Figure 1. Metal layers overlaid (run 1).
(2 px per um) Only two layers are drawn.
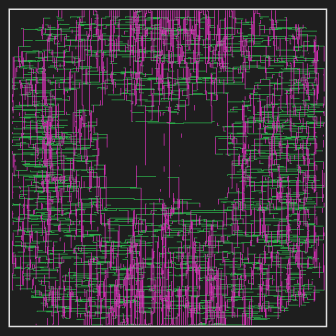
Figure 2. Placement view (run 1).
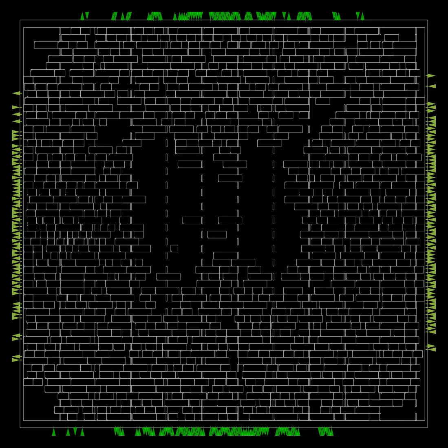
Figure 3. A small window of the routed layout (run 1).
Region (59, 59) to (99, 99) um. Cells in gray, sequential cells in the stronger gray; small squares are vias.
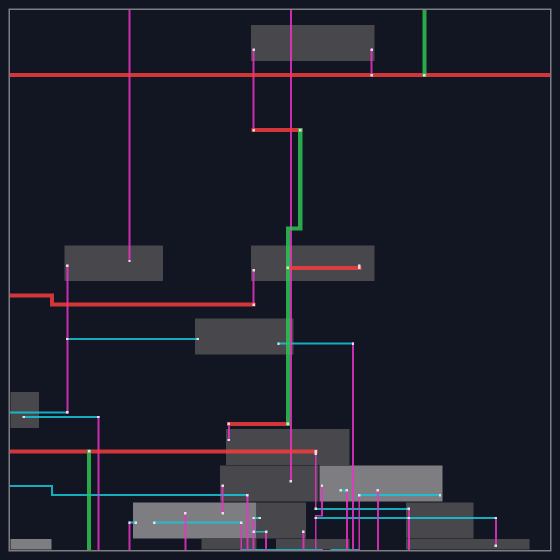
Figure 4. The metal 2 layer (run 1).
(2 px per um) Cells faint in the background.
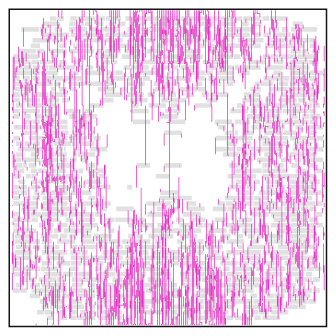
==> config.mk <==
export PLATFORM = sky130hd
export DESIGN_NAME = id_ex_pipe_reg
export DESIGN_NICKNAME = d
export VERILOG_FILES = /design/src/rtl/id_ex_pkg.sv /design/src/rtl/id_ex_pipe_reg_skid.sv /design/src/rtl/id_ex_pipe_reg.sv
export SDC_FILE = /design/constraint.sdc
export NUM_CORES = 1
export LEC_CHECK = 0
export CAP_MARGIN = 15
export CORE_MARGIN = 1
export CORE_UTILIZATION = 52
export DETAILED_ROUTE_END_ITERATION = 8
export PLACE_DENSITY = 0.81
export SKIP_CTS_REPAIR_TIMING = 1
export SLEW_MARGIN = 0
export SYNTH_ARGS = -nofsm -noshare
export SYNTH_HDL_FRONTEND = slang
export SYNTH_SLANG_ARGS = --single-unit
==> constraint.sdc <==
create_clock -name clk_i -period 2.3 [get_ports clk_i]
set_input_delay 0.345 -clock clk_i [delete_from_list [all_inputs] [get_ports clk_i]]
set_output_delay 0.345 -clock clk_i [all_outputs]
set_load 0.01 [all_outputs]
==> src/rtl/id_ex_pkg.sv <==
// id_ex_pkg: shared widths, ctrl bit indices, meta offsets and skid buffer states for the ID/EX register
package id_ex_pkg;
  localparam int XLEN_D = 32;
  localparam int REG_ADDR_W_D = 5;
  localparam int FUNCT_W_D = 10;
  localparam int ALUOP_W_D = 2;
  localparam int CTRL_W_D = 5 + ALUOP_W_D;
  localparam int REGWRITE = CTRL_W_D - 1;
  localparam int MEMTOREG = CTRL_W_D - 2;
  localparam int MEMREAD = CTRL_W_D - 3;
  localparam int MEMWRITE = CTRL_W_D - 4;
  localparam int ALUOP_MSB = ALUOP_W_D;
  localparam int ALUOP_LSB = 1;
  localparam int ALUSRC = 0;
  localparam int RD_LSB = 0;
  localparam int RS2_LSB = REG_ADDR_W_D;
  localparam int RS1_LSB = 2 * REG_ADDR_W_D;
  localparam int FUNCT_LSB = 3 * REG_ADDR_W_D;
  typedef enum logic [1:0] {ST_EMPTY, ST_FULL, ST_SKID} skid_state_t;
endpackage

==> src/rtl/id_ex_pipe_reg_skid.sv <==
// pipe_skid_buf: valid/ready stage register with flush and optional two-entry skid buffer
module pipe_skid_buf
  import id_ex_pkg::*;
#(
  parameter int P = 128,
  parameter int SKID = 1
) (
  input  logic         clk_i,
  input  logic         rst_i,
  input  logic         flush_i,
  input  logic         in_valid_i,
  output logic         in_ready_o,
  input  logic [P-1:0] in_data_i,
  output logic         out_valid_o,
  input  logic         out_ready_i,
  output logic [P-1:0] out_data_o
);
  logic [P-1:0] m;
  logic m_valid;
  assign out_valid_o = m_valid;
  assign out_data_o = m;
  if (SKID != 0) begin : g_skid
    skid_state_t state;
    logic [P-1:0] s;
    logic ready;
    logic in_x, out_x;
    assign in_x = in_valid_i && ready;
    assign out_x = m_valid && out_ready_i;
    assign in_ready_o = ready;
    assign m_valid = state != ST_EMPTY;
    // main/skid storage; ready is its own flop so it never depends on out_ready_i
    always_ff @(posedge clk_i or negedge rst_i) begin
      if (!rst_i) begin
        state <= ST_EMPTY;
        ready <= 1'b1;
        m <= '0;
        s <= '0;
      end else if (flush_i) begin
        state <= ST_EMPTY;
        ready <= 1'b1;
      end else begin
        case (state)
          ST_EMPTY: if (in_x) begin
            m <= in_data_i;
            state <= ST_FULL;
          end
          ST_FULL: if (in_x && out_x) m <= in_data_i;
          else if (in_x) begin
            s <= in_data_i;
            state <= ST_SKID;
            ready <= 1'b0;
          end else if (out_x) state <= ST_EMPTY;
          default: if (out_x) begin
            m <= s;
            state <= ST_FULL;
            ready <= 1'b1;
          end
        endcase
      end
    end
  end else begin : g_plain
    logic valid;
    assign m_valid = valid;
    assign in_ready_o = out_ready_i || !valid;
    // single register: load on accept, empty when drained without refill
    always_ff @(posedge clk_i or negedge rst_i) begin
      if (!rst_i) begin
        valid <= 1'b0;
        m <= '0;
      end else if (flush_i) valid <= 1'b0;
      else if (in_valid_i && in_ready_o) begin
        m <= in_data_i;
        valid <= 1'b1;
      end else if (out_ready_i) valid <= 1'b0;
    end
  end
endmodule

==> src/rtl/id_ex_pipe_reg.sv <==
// id_ex_pipe_reg: ID/EX stage register packing ctrl/data/meta and masking ctrl for bubbles
module id_ex_pipe_reg
  import id_ex_pkg::*;
#(
  parameter int XLEN = XLEN_D,
  parameter int REG_ADDR_W = REG_ADDR_W_D,
  parameter int FUNCT_W = FUNCT_W_D,
  parameter int ALUOP_W = ALUOP_W_D,
  parameter int SKID = 1,
  localparam int CTRL_W = 5 + ALUOP_W,
  localparam int META_W = FUNCT_W + 3 * REG_ADDR_W,
  localparam int P = CTRL_W + 3 * XLEN + META_W
) (
  input  logic                clk_i,
  input  logic                rst_i,
  input  logic                flush_i,
  input  logic                in_valid_i,
  output logic                in_ready_o,
  input  logic [CTRL_W-1:0]   ctrl_i,
  input  logic [3*XLEN-1:0]   data_i,
  input  logic [META_W-1:0]   meta_i,
  output logic                out_valid_o,
  input  logic                out_ready_i,
  output logic [CTRL_W-1:0]   ctrl_o,
  output logic [3*XLEN-1:0]   data_o,
  output logic [META_W-1:0]   meta_o
);
  logic [P-1:0] head;
  logic [CTRL_W-1:0] ctrl;
  pipe_skid_buf #(.P(P), .SKID(SKID)) u_buf (
    .clk_i(clk_i),
    .rst_i(rst_i),
    .flush_i(flush_i),
    .in_valid_i(in_valid_i),
    .in_ready_o(in_ready_o),
    .in_data_i({ctrl_i, data_i, meta_i}),
    .out_valid_o(out_valid_o),
    .out_ready_i(out_ready_i),
    .out_data_o(head)
  );
  assign {ctrl, data_o, meta_o} = head;
  assign ctrl_o = out_valid_o ? ctrl : '0;
endmodule

==> flow_summary.json, run 1 <==
{
  "status": "complete, no violations",
  "synth_nets": 963,
  "grtUsageTotal_pct": 19.6,
  "tapCellCount": 319,
  "topCellsByArea": "dfrtp_1, mux2_2, mux2_4, buf_4, mux2_1",
  "dieArea_sq_um": 24900,
  "cts.sinks": 259,
  "vias": 6798,
  "logic_gates": 405,
  "first_pass_iters": 4,
  "setup_tns_ps": 0,
  "crit_family": "flip-flops",
  "worst_slack_ps": 100,
  "min_period_ps": 2200,
  "bufAreaShareNonClock_pct": 19.3,
  "die_h_um": 158,
  "timing.slew.headroom_pct": 55.9,
  "diodes": 0,
  "layout.non_clock_buffers": 290,
  "n_clock_buffer": 45,
  "hpwl_um": 16300,
  "core-area_sq_um": 23700,
  "vias_per_cell": 5.14,
  "path_max_fanout": 8,
  "placedInstanceArea_sq_um": 14700,
  "synth_seq_share_pct": 51.3
}
Notes on Figure 1 above:
legend:
  green:
    layer: metal 1
    wire_length: 10,600 um
  magenta:
    layer: metal 2
    wire_length: 11,900 um

Notes on Figure 2 above:
Core Util, Final: 66.0%
num rows: 56
final instance count without filler cells: 1,322
Seq/total area: 41.5%

Notes on Figure 3 above:
legend:
  red:
    layer: metal 3
  cyan:
    layer: metal 1
  green:
    layer: metal 4
  magenta:
    layer: metal 2
most frequent: clkbuf_16 (3), buf_12 (3), dfrtp_1 (2)
sequential cells in the window: 2
cells with their middle in the window: 11
netlist names of flops here include: u_buf.g_skid.s (2)

Notes on Figure 4 above:
main direction: vertical
longest straight run: 52.0 um

## run 1: placed cells by master (no fill, tap or decap), drive strengths merged, types with 2 or more instances in the layout
master,synthesis,final
mux2,384,384
dfrtp,258,258
clkdlybuf4s50,0,253
clkbuf,14,45
buf,151,28
dlymetal6s2s,0,8
and2,7,7
a21oi,2,2
clkinv,0,2
## run 1: power by group
group	leakage (nW)	total, mW	internal, mW	switching (mW)
Sequential	3.13	6.55	5.86	0.686
Clock	0.434	4.27	2.53	1.74
Combinational	3.43	3.85	2.62	1.23
Total	7.00	14.7	11.0	3.66
## run 1: final timing paths
path / cells after the start / end / slack, ps / start
max: 4 / ctrl_o[3] / 100 / u_buf.g_skid.state[1]
min: 2 / u_buf.out_data_o[66] / 320 / rst_i
max reg2reg: 5 / u_buf.out_data_o[70] / 260 / u_buf.g_skid.state[1]
min reg2reg: 1 / u_buf.g_skid.s[118] / 480 / u_buf.g_skid.s[118]
max in group asynchronous: 3 / u_buf.out_data_o[104] / 1270 / rst_i
min in group clk_i: 2 / u_buf.g_skid.s[124] / 440 / ctrl_i[3]
## run 1: kinds of logic (layout without fill, tap and decap cells)
| logic type | Yosys count | after routing | share of synthesized area, % |
|---|---|---|---|
| muxes | 385 | 385 | 37.2 |
| DFF | 259 | 259 | 51.3 |
| buffers and inverters | 166 | 339 | 10.4 |
| and+or+nand+nor | 14 | 14 | 0.712 |
| AOI/OAI and AO/OA | 6 | 6 | 0.346 |
## run 1: registers in the layout (all words and copies together) (netlist names)
signal and cells:
u_buf.g_skid.s 128, u_buf.out_data_o 128, u_buf.g_skid.state 2, u_buf.in_ready_o 1
## run 1: metal layers
layer,global-route usage [%],vias to the layer above,part of all wire (%)
li1,-,3085,-
met1,25.1,3499,43
met2,33.4,177,49
met3,4.65,37,6.7
met4,4.67,0,1.8
met5,0,-,0
==> inputs of run 2 (changes only) <==
Settings changed: GPL_TIMING_DRIVEN set to 0, SETUP_SLACK_MARGIN set to 0.5.
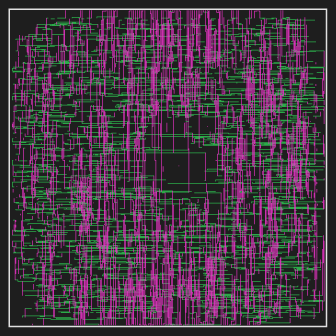
Figure 5: run 2, metal layers overlaid.
(2 px per um) Only two layers are drawn.
legend:
  green:
    layer: metal 1
    wire_length: 13,100 um
  magenta:
    layer: metal 2
    wire_length: 15,300 um

==> flow_summary.json, run 2 <==
{
  "status": "complete, but fails checks",
  "violations": "hold timing",
  "first_pass_iters": 4,
  "synth_nets": 963,
  "synth_seq_share_pct": 51.3,
  "core-area_sq_um": 23700,
  "powerComb_mw": 5.00,
  "p_int_mw": 12.2,
  "power.share.clock_pct": 28.9,
  "grtUsageTotal_pct": 21.6,
  "clk-power_mw": 4.72,
  "reg2reg_from": "u_buf.g_skid.state[0]",
  "path_max_fanout": 6,
  "dieArea_sq_um": 24900,
  "topCellsByArea": "dfrtp_1, mux2_2, mux2_4, buf_4, mux2_1",
  "top_power_group": "registers",
  "cts.sinks": 259,
  "lay_top_cells": "dfrtp_1, mux2_4, mux2_2",
  "hpwl_um": 18500,
  "placedInstanceArea_sq_um": 15800,
  "hold-worst-slack_ps": -231,
  "powerSeq_mw": 6.60,
  "hold_violations": 74,
  "timing.slew.headroom_pct": 56.5,
  "min_period_ps": 2090,
  "critPathLaunch": "u_buf.g_skid.state[0]",
  "vias": 7598,
  "sw_frac_of_total_pct": 25.1,
  "xor_share_pct": 0
}
run 2: path summary, 6_finish.rpt:
| check | to | slack, ps | depth (start not counted) |
|---|---|---|---|
| max | u_buf.g_skid.s[68] | 210 | 5 |
| min | u_buf.out_data_o[55] | -230 | 1 |
| max reg2reg | u_buf.g_skid.s[68] | 210 | 5 |
| min reg2reg | u_buf.out_data_o[56] | 490 | 1 |
| max in group asynchronous | u_buf.out_data_o[35] | 1190 | 3 |
| min in group clk_i | u_buf.g_skid.s[28] | 450 | 2 |
run 2: kinds of logic after synthesis:
group	Yosys count
compound gates	6
flops	259
mux	385
buf+inv	166
simple gates	14
run 2: worst max-delay path, cell delays in order (launching register included):
cell	delay, ps
dfrtp_1	450
nand3b_1	130
or4b_4	680
clkbuf_16	240
clkbuf_16	170
mux2_4	290
run 2: final cells by class:
type	count	area, sq um	share of cell area, %
sequential	259	6480	35.4
multi-input combinational	405	5190	28.3
timing repair buffer	305	3750	20.5
buffer	165	1530	8.33
clock buffer	42	845	4.61
tap	319	399	2.18
clock inverter	10	125	0.683
inverter	1	3.75	0.0205
antenna	1	2.50	0.0137
run 2: stage by stage:
step | hold slack [ps] | setup WS, ps | std cells | TNS, ps | power, mW
after floorplan | 49.4 | 465 | 830 | 0 | 9.34
after global placement | 467 | -10420 | 1411 | -2706790 | 11.2
after detailed placement | 361 | -228 | 1413 | -19260 | 11.3
after CTS | -207 | -226 | 1465 | -14290 | 16.1
after global routing | -177 | 178 | 1507 | 0 | 17.0
final | -231 | 215 | 1507 | 0 | 16.3
run 2: metal layers:
layer	track usage [%]	part of all wire [%]	vias to the layer above
li1	-	-	3465
met1	27.2	42	3899
met2	37.1	49	192
met3	5.91	6.2	42
met4	5.04	2.0	0
met5	0	0	-
Power is estimated from default activity; no workload was simulated.
